run_1/placed.png
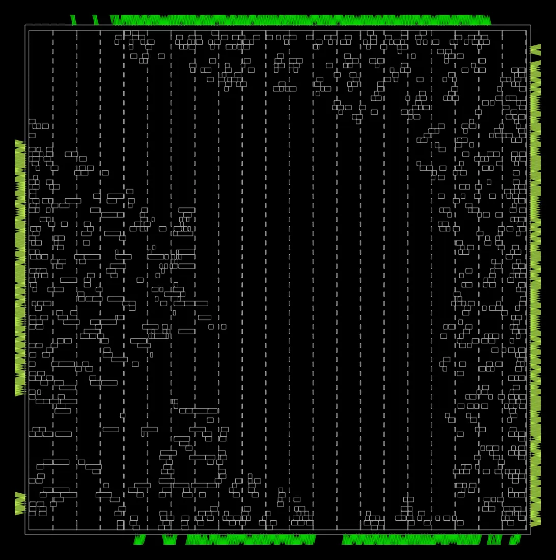
run_1/class_map.png
Drawn at 1 px/um.
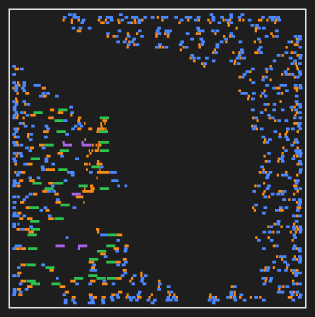
run_1/util_map.png
Drawn at 1 px/um. 30 x 30 tiles, from dark blue (low) to red (high), 0 to 100% covered.
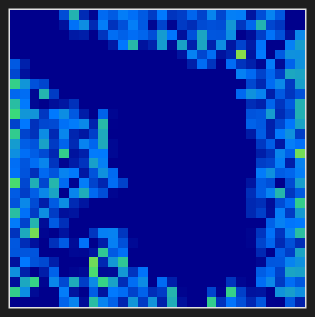
run_1/m1.png
Drawn at 1.5 px/um. Supply wires on this layer in gray. Cells faint in the background.
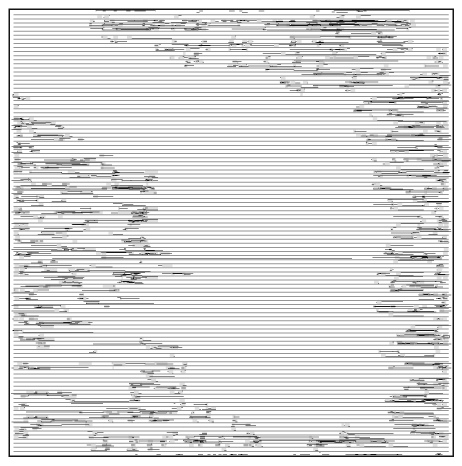
<file path="config.mk">
export PLATFORM = sky130hd
export DESIGN_NAME = mem_arbiter
export DESIGN_NICKNAME = d
export VERILOG_FILES = /design/src/rtl/mem_arbiter.sv
export SDC_FILE = /design/constraint.sdc
export NUM_CORES = 1
export LEC_CHECK = 0
export ABC_CLOCK_PERIOD_IN_PS = 4350
export CORE_AREA = 2 2 293 295
export CTS_CLUSTER_DIAMETER = 50
export DETAILED_ROUTE_END_ITERATION = 7
export DIE_AREA = 0 0 295 297
export PLACE_DENSITY_LB_ADDON = 0.08
export SYNTH_ARGS = -nofsm -noshare
export SYNTH_HDL_FRONTEND = slang
export SYNTH_SLANG_ARGS = --single-unit
</file>
<file path="constraint.sdc">
create_clock -name clk -period 4.35 [get_ports clk]
set_input_delay 0.6525 -clock clk [delete_from_list [all_inputs] [get_ports clk]]
set_output_delay 0.6525 -clock clk [all_outputs]
set_load 0.02 [all_outputs]
</file>
<file path="src/rtl/mem_arbiter.sv">
// Round-robin arbiter sharing one backing-memory port between the icache and dcache
// miss paths: request phase, write-data beats, read-response beats, response routing.
module mem_arbiter #(
    parameter int ADDR_W     = 32,
    parameter int DATA_W     = 128,
    parameter int LINE_BEATS = 4
) (
    input  logic              clk,
    input  logic              reset,

    input  logic              ic_req_valid,
    output logic              ic_req_ready,
    input  logic [ADDR_W-1:0] ic_req_addr,
    output logic              ic_resp_valid,
    output logic [DATA_W-1:0] ic_resp_data,
    output logic              ic_resp_last,

    input  logic              dc_req_valid,
    output logic              dc_req_ready,
    input  logic [ADDR_W-1:0] dc_req_addr,
    input  logic              dc_req_rw,
    input  logic [DATA_W-1:0] dc_wdata,
    output logic              dc_wdata_ready,
    output logic              dc_resp_valid,
    output logic [DATA_W-1:0] dc_resp_data,
    output logic              dc_resp_last,

    output logic              mem_req_valid,
    input  logic              mem_req_ready,
    output logic [ADDR_W-1:0] mem_req_addr,
    output logic              mem_req_rw,
    output logic              mem_wdata_valid,
    input  logic              mem_wdata_ready,
    output logic [DATA_W-1:0] mem_wdata,
    input  logic              mem_resp_valid,
    input  logic [DATA_W-1:0] mem_resp_data,

    output logic              busy,
    output logic              owner
);

    localparam int CNT_W = $clog2(LINE_BEATS);
    localparam logic [CNT_W-1:0] LAST_BEAT = CNT_W'(LINE_BEATS - 1);

    typedef enum logic [2:0] {
        IDLE,
        CMD,
        WDATA,
        RDATA,
        WDONE
    } state_e;

    // Latched command; owner encoding matches last_grant: 0=icache, 1=dcache.
    typedef struct packed {
        logic [ADDR_W-1:0] addr;
        logic              rw;
        logic              owner;
    } cmd_t;

    state_e           state_q, state_d;
    logic [CNT_W-1:0] cnt_q, cnt_d;
    logic             last_grant_q, last_grant_d;
    cmd_t             cmd_q, cmd_d;

    logic idle;
    logic grant_dc;
    logic grant_ic;
    logic final_beat;
    logic rd_fire;
    logic wr_fire;

    always_comb begin
        idle       = (state_q == IDLE);
        // On a tie the requester that did not win last time goes first.
        grant_dc   = dc_req_valid && (!ic_req_valid || !last_grant_q);
        grant_ic   = ic_req_valid && !grant_dc;
        final_beat = (cnt_q == LAST_BEAT);
        rd_fire    = (state_q == RDATA) && mem_resp_valid;
        wr_fire    = (state_q == WDATA) && mem_wdata_ready;
    end

    always_comb begin
        state_d      = state_q;
        cnt_d        = cnt_q;
        last_grant_d = last_grant_q;
        cmd_d        = cmd_q;
        unique case (state_q)
            IDLE: begin
                if (grant_dc || grant_ic) begin
                    cmd_d.addr   = grant_dc ? dc_req_addr : ic_req_addr;
                    cmd_d.rw     = grant_dc && dc_req_rw;
                    cmd_d.owner  = grant_dc;
                    last_grant_d = grant_dc;
                    state_d      = CMD;
                end
            end
            CMD: begin
                if (mem_req_ready) begin
                    cnt_d   = '0;
                    state_d = cmd_q.rw ? WDATA : RDATA;
                end
            end
            WDATA: begin
                if (wr_fire) begin
                    cnt_d = cnt_q + CNT_W'(1);
                    if (final_beat) state_d = WDONE;
                end
            end
            WDONE: begin
                state_d = IDLE;
            end
            RDATA: begin
                if (rd_fire) begin
                    cnt_d = cnt_q + CNT_W'(1);
                    if (final_beat) state_d = IDLE;
                end
            end
            default: begin
                state_d = IDLE;
            end
        endcase
    end

    always_ff @(posedge clk or negedge reset) begin
        if (!reset) begin
            state_q      <= IDLE;
            cnt_q        <= '0;
            last_grant_q <= 1'b0;
            cmd_q        <= '0;
        end else begin
            state_q      <= state_d;
            cnt_q        <= cnt_d;
            last_grant_q <= last_grant_d;
            cmd_q        <= cmd_d;
        end
    end

    // Ready is gated by reset so every handshake output reads 0 while reset is held.
    assign ic_req_ready    = reset && idle && grant_ic;
    assign dc_req_ready    = reset && idle && grant_dc;

    assign mem_req_valid   = (state_q == CMD);
    assign mem_req_addr    = cmd_q.addr;
    assign mem_req_rw      = cmd_q.rw;
    assign mem_wdata_valid = (state_q == WDATA);
    assign mem_wdata       = dc_wdata;
    assign dc_wdata_ready  = wr_fire;

    assign ic_resp_valid   = rd_fire && !cmd_q.owner;
    assign ic_resp_data    = ic_resp_valid ? mem_resp_data : '0;
    assign ic_resp_last    = ic_resp_valid && final_beat;

    assign dc_resp_valid   = (rd_fire && cmd_q.owner) || (state_q == WDONE);
    assign dc_resp_data    = (rd_fire && cmd_q.owner) ? mem_resp_data : '0;
    assign dc_resp_last    = (rd_fire && cmd_q.owner && final_beat) || (state_q == WDONE);

    assign busy            = !idle;
    assign owner           = cmd_q.owner;

endmodule

</file>
==> flow_metrics.env, run 1 <==
# physical design summary
export IMPL_syn_area_per_cell_um2=8.67
export IMPL_critPathMaxFanout=41
export IMPL_area_growth_pct=109
export IMPL_crit_family="buffers and inverters"
export IMPL_hold_ws_ps=189
export IMPL_top_cells_by_area="and2_1 32%, buf_4 21%, dfrtp_1 20%"
export IMPL_maxSlewViolCount=0
export IMPL_setup_slack_ps=691
export IMPL_io_buffers=499
export IMPL_viasPerCell=2.47
export IMPL_max_clock_path_buffers=2
export IMPL_gr_max_usage_layer="met2"
export IMPL_layout_top_cells="498 x clkdlybuf4s50_1, 257 x and2_1, 39 x dfrtp_1"
export IMPL_min_path_type="in -> async"
export IMPL_cts_tree="done"
export IMPL_arrival_ps=3010
export IMPL_gp_congestion=0.685
export IMPL_fillers=9673
export IMPL_hold_violations=0
export IMPL_synth_cell_type_count=36
export IMPL_p_per_area_nw_per_um2=385
export IMPL_max_stage_delay_ps=630
export IMPL_max_cap_violations=0
export IMPL_synth_cells=575
export IMPL_die_h_um=297
export IMPL_top_area_cell="and2_1"
export IMPL_comb_area_um2=2770
export IMPL_mostFrequentLayoutCell="clkdlybuf4s50_1"
export IMPL_ys_flops=39
export IMPL_critPathLaunchType="primary input"
export IMPL_placed_area_um2=10300
export IMPL_postCtsSetupRepairBufs=0
export IMPL_htreeDepth=2
export IMPL_crit_path_end_kind="output pin"
export IMPL_ff_type="dfrtp_1"
export IMPL_seqCellArea_um2=976
export IMPL_layout_min_cycle_time_ps=3660
export IMPL_slew_headroom_pct=43.3
export IMPL_r2r_end="mem_req_addr[19]"
export IMPL_clock_latency_late_pin_ps=290
export IMPL_max_vdd_ir_drop_mv=0.173
export IMPL_gr_usage_met2_pct=10.6
export IMPL_num_io_pins=756
export IMPL_status="complete, no violations"
export IMPL_cts_made_buffers=5
export IMPL_fin_skew_ps=4.19
export IMPL_warning_count=29
export IMPL_place_ws_ps=605
export IMPL_top_cell_area_share_pct=32.2
export IMPL_drive_gt1_share_pct=6.17
export IMPL_worstMarginPinSlew_ps=850
export IMPL_leakage_nw=3.66
export IMPL_hold_buffers=0
export IMPL_grtUsageTotal_pct=6.33
export IMPL_dpl_hpwl_um=24200
export IMPL_p_total_mw=4.00
export IMPL_fmax_mhz=273
export IMPL_path_cells="clkdlybuf4s50_1, nand2_1, nor3_4, buf_4, and2_1, clkdlybuf4s50_1"
export IMPL_layout_nets=1252
export IMPL_ys_warn_count=0
export IMPL_antenna_found_initial=9
export IMPL_cp_common_cell="clkdlybuf4s50_1"
Back to the opening pictures, placed.png:
Core Util, Final: 12.3%
Core Rows: 107
tap cells: 1144
flip-flops: 39
Core ar.: 84500 um2

Back to the opening pictures, class_map.png:
[purple] clock drivers and dummy loads | cells: 8 | share of their area: 1.5%
[blue] remaining buffers and delay cells | cells: 506 | share of their area: 57%
[green] registers | cells: 39 | share of their area: 11%
[orange] remaining logic cells | cells: 371 | share of their area: 31%
sequential cell area share: 9.39%
post-route cell area: 10400 um2

Back to the opening pictures, util_map.png:
mean over tiles: 10%
densest ninth of the die: middle left
emptiest ninth of the die: center
fullest tile: 60%
FP Util: 5.90%

Back to the opening pictures, m1.png:
longest straight run: 200 um
main direction: horizontal
wire length on this layer: 10500 um
nets with wire on the layer: 946
share of all routed wire: 35%
via count: 5119
met1 Use GR: 6.32%
detailed-route wire length: 29700 um

run 1: flip-flops by register name, indices dropped and copies added (netlist names):
register / cells
state_q: 3
cnt_q: 2
mem_req_addr: 32
mem_req_rw: 1
owner: 1
run 1: metal layers:
layer | up-vias | wire, um
met3 | 25 | 5380
li1 | 2391 | -
met5 | - | 178
met2 | 438 | 13600
met1 | 2247 | 10500
met4 | 18 | 144
run 1: layout make-up:
| cell class | instances | area share (%) |
|---|---|---|
| multi-input cells | 367 | 26.6 |
| repair buffers | 506 | 48.7 |
| clock inverters | 1 | 0.0481 |
| diodes | 2 | 0.0481 |
| clock buffers | 7 | 1.28 |
| well taps | 1144 | 13.8 |
| inverters | 4 | 0.144 |
| flip-flops and latches | 39 | 9.39 |
run 1: synth_stat cells (all sizes together), types with 2 or more instances:
cell,instances
buf,160
nand2b,3
clkbuf,5
nor3,6
a21oi,4
nand3,3
nand2,10
dfrtp,39
and2,257
o21ai,2
mux2,65
nor2,4
inv,4
run 1: worst register-to-register path: cells and delay by family (launching register included):
kind	cells	cell delay, ps
DFF	1	510
and+or+nand+nor	2	1070
muxes	1	440
buffers and inverters	1	130
run 1: where the power goes:
part	total (mW)	internal, mW	leakage [nW]	switching (mW)
logic	2.95	1.49	3.12	1.46
registers	0.674	0.543	0.465	0.130
clock network	0.382	0.213	0.0679	0.169
total	4.00	2.25	3.66	1.75
run 1: worst max path at each step:
stage	start	slack, ps	endpoint
floorplan	mem_resp_valid	2210	dc_resp_data[100]
global placement	mem_resp_valid	600	ic_resp_data[56]
detailed placement	mem_resp_valid	600	ic_resp_data[56]
CTS	mem_resp_valid	600	ic_resp_data[56]
global route	mem_resp_valid	500	ic_resp_last
finish	mem_resp_valid	690	dc_resp_data[79]
run 1: cells by family (layout without fill, tap and decap cells):
group,count (synthesis),count (layout),synth area share [%]
other,0,2,0
DFF,39,39,19.6
AOI/OAI and AO/OA,14,14,2.08
buffers and inverters,169,518,25.2
muxes,65,65,16.9
adders and majority gates,1,1,0.251
and+or+nand+nor,287,287,36.0
run 1: per-stage QoR:
step                      instances  utilization, %
final                          2070            12.3
after global routing           2068            12.3
after CTS                      2068            12.3
after detailed placement       2060            12.1
after global placement         2060            12.1
after floorplan                 575               -
run_1/port_trees.png
Drawn at 1 px/um.
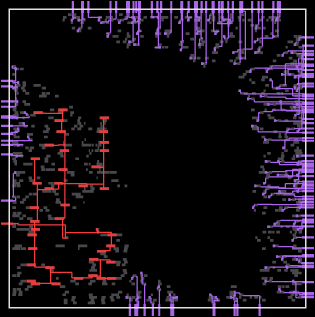

==> run 1 -> run 2 <==
ABC_CLOCK_PERIOD_IN_PS = 3800   (was 4350)
CORE_AREA = 2 2 297 299   (was 2 2 293 295)
DIE_AREA = 0 0 299 301   (was 0 0 295 297)
clock period = 3.8 ns   (was 4.35 ns; I/O delays follow)
run_2/port_trees.png
Drawn at 1 px/um.
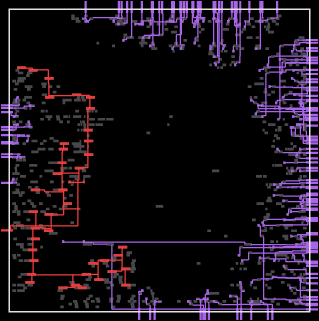
[red] reset | bits: 1 | direction: input | edge: left | end cells: 41 | buffers: 2 | wire: 751 um
[purple] ic_resp_data | bits: 128 | direction: output | edge: 70 right, 35 top, 12 bottom, 11 left | end cells: 128 | buffers: 128 | wire: 3880 um

==> run 2 against run 1 <==
Net effect:
- non-clock buffer count increased by 15
- final area increased by 2.3%
- area after synthesis unchanged
- critical path depth increased by 1
- clock-buffer cell count decreased by 2
- combinational power increased by 19%
- hold slack improved by 30 ps
- setup slack got worse by 330 ps
- clock power increased by 32%
- final cell count increased by 1.3%
- utilization about the same
- register-to-register slack got worse by 530 ps
- largest power group unchanged
- highest routed layer unchanged
==> flow_metrics.env, run 2 <==
# physical design summary
export IMPL_htreeDepth=2
export IMPL_slew_headroom_pct=67.3
export IMPL_swShare_pct=43.1
export IMPL_top_cells_by_area="and2_1 32%, buf_4 21%, dfrtp_1 20%"
export IMPL_fin_skew_ps=14.7
export IMPL_fillers=9932
export IMPL_ys_flops=39
export IMPL_max_clock_path_buffers=2
export IMPL_fp_util_pct=5.77
export IMPL_min_path_type="in -> async"
export IMPL_drive_gt1_share_pct=8.00
export IMPL_synth_cell_type_count=36
export IMPL_place_ws_ps=277
export IMPL_setup_slack_ps=361
export IMPL_gp_congestion=0.749
export IMPL_layout_nets=1267
export IMPL_mostFrequentLayoutCell="clkdlybuf4s50_1"
export IMPL_postCtsSetupRepairBufs=0
export IMPL_layout_cells_non_filler=2097
export IMPL_top_cell_area_share_pct=32.2
export IMPL_viasPerCell=2.47
export IMPL_cts_resized=0
export IMPL_cts_made_buffers=5
export IMPL_layout_top_cells="496 x clkdlybuf4s50_1, 257 x and2_1, 39 x dfrtp_1"
export IMPL_synth_cells=575
export IMPL_synthTopCellsByCount="257 x and2_1, 141 x buf_4, 39 x dfrtp_1"
export IMPL_hold_violations=0
export IMPL_ff_type="dfrtp_1"
export IMPL_p_comb_share_pct=73.2
export IMPL_crit_path_end_kind="output pin"
export IMPL_fmax_mhz=291
export IMPL_internal_power_mw=2.72
export IMPL_max_vdd_ir_drop_mv=0.166
export IMPL_worstMarginPinSlew_ps=490
export IMPL_layout_min_cycle_time_ps=3440
export IMPL_placed_cells=2086
export IMPL_io_buffers=499
export IMPL_dpl_hpwl_um=26700
export IMPL_grtUsageTotal_pct=6.54
export IMPL_drt_total_wl_um=31200
export IMPL_critPathMaxFanout=38
export IMPL_num_io_pins=756
export IMPL_pwr_share_clk_pct=10.6
export IMPL_p_per_area_nw_per_um2=449
export IMPL_p_sw_mw=2.06
export IMPL_cts_tree="done"
export IMPL_ff2ff_path_depth=6
export IMPL_core_area_um2=86500
export IMPL_p_total_mw=4.78
export IMPL_warning_count=26
export IMPL_leakage_nw=3.77
export IMPL_fin_crit_sh_pct=90.5
export IMPL_die_h_um=301
export IMPL_clock_latency_late_pin_ps=310
export IMPL_dieArea_um2=90000
export IMPL_hold_ws_ps=219
export IMPL_rows=108
export IMPL_top_area_cell="and2_1"
export IMPL_vias=5181
export IMPL_largest_reg_flops=32
export IMPL_status="complete, no violations"
export IMPL_maxSlewViolCount=0
export IMPL_hold_buffers=0
export IMPL_syn_area_per_cell_um2=8.67
export IMPL_pwr_share_seq_pct=16.2
run_2/class_map.png
Drawn at 1 px/um.
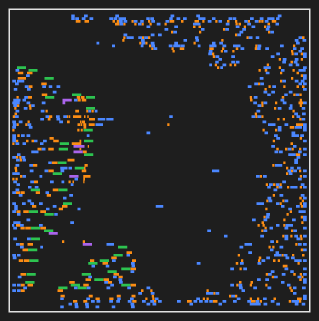
[orange] remaining logic cells | cells: 371 | share of their area: 30%
[blue] remaining buffers and delay cells | cells: 521 | share of their area: 57%
[purple] clock drivers and dummy loads | cells: 7 | share of their area: 1.8%
[green] registers | cells: 39 | share of their area: 11%

==> run 2: kinds of logic (layout without fill, tap and decap cells) <==
logic type / Yosys count / in the layout / synth area share, %
multiplexers: 65 / 65 / 16.9
other: 0 / 4 / 0
flip-flops: 39 / 39 / 19.6
AND-OR/OR-AND: 14 / 14 / 2.08
adder cells (fa/ha/maj): 1 / 1 / 0.251
buffers and inverters: 169 / 532 / 25.2
AND/OR/NAND/NOR: 287 / 287 / 36.0
==> run 2: critical path: stages <==
cell and delay (ps):
clkdlybuf4s50_1 560, nand2_1 170, nor3_4 230, buf_12 230, buf_12 210, and2_1 160, clkdlybuf4s50_1 670
==> run 2: through the flow <==
step / instance area (um2) / utilization (%)
final: 10600 / 12.3
after global routing: 10600 / 12.3
after CTS: 10600 / 12.3
after detailed placement: 10500 / 12.1
after global placement: 10500 / 12.1
after floorplan: 4990 / -
==> run 2: worst paths after layout <==
kind,from,to,slack [ps]
worst max-delay path,mem_resp_valid,dc_resp_data[21],360
worst min-delay path,reset,mem_req_addr[29],220
worst max register to register,state_q[0],mem_req_addr[22],1560
worst min register to register,cnt_q[0],cnt_q[0],510
max in group asynchronous,reset,mem_req_addr[19],2830
min in group clk,cnt_q[0],cnt_q[0],510
==> run 2: cell type report <==
type	instances	area (um2)	area share, %
antenna	4	10.0	0.0941
multi-input combinational	367	2770	26.0
timing repair buffer	521	5260	49.5
inverter	4	15.0	0.141
clock inverter	2	37.5	0.353
clock buffer	5	125	1.18
tap	1155	1450	13.6
sequential	39	976	9.17
==> run 2: power by group through the flow <==
stage          Combinational, mW  Clock [mW]  Sequential, mW
2_1_floorplan               1.75           0           0.973
3_3_place_gp                3.67           0           0.784
3_5_place_dp                3.62           0           0.771
4_1_cts                     3.62       0.548           0.779
5_1_grt                     3.77       0.557           0.807
6_report                    3.50       0.506           0.774
==> run 2: routing by layer <==
layer  track usage (%)  up-vias  wire [um]
met5             0.476        -        103
met4              1.04        8        203
met3              4.73       16       5080
met2              10.4      457      14100
met1              7.10     2278      11800
li1                  -     2422          -
Power and IR drop assume default switching activity.
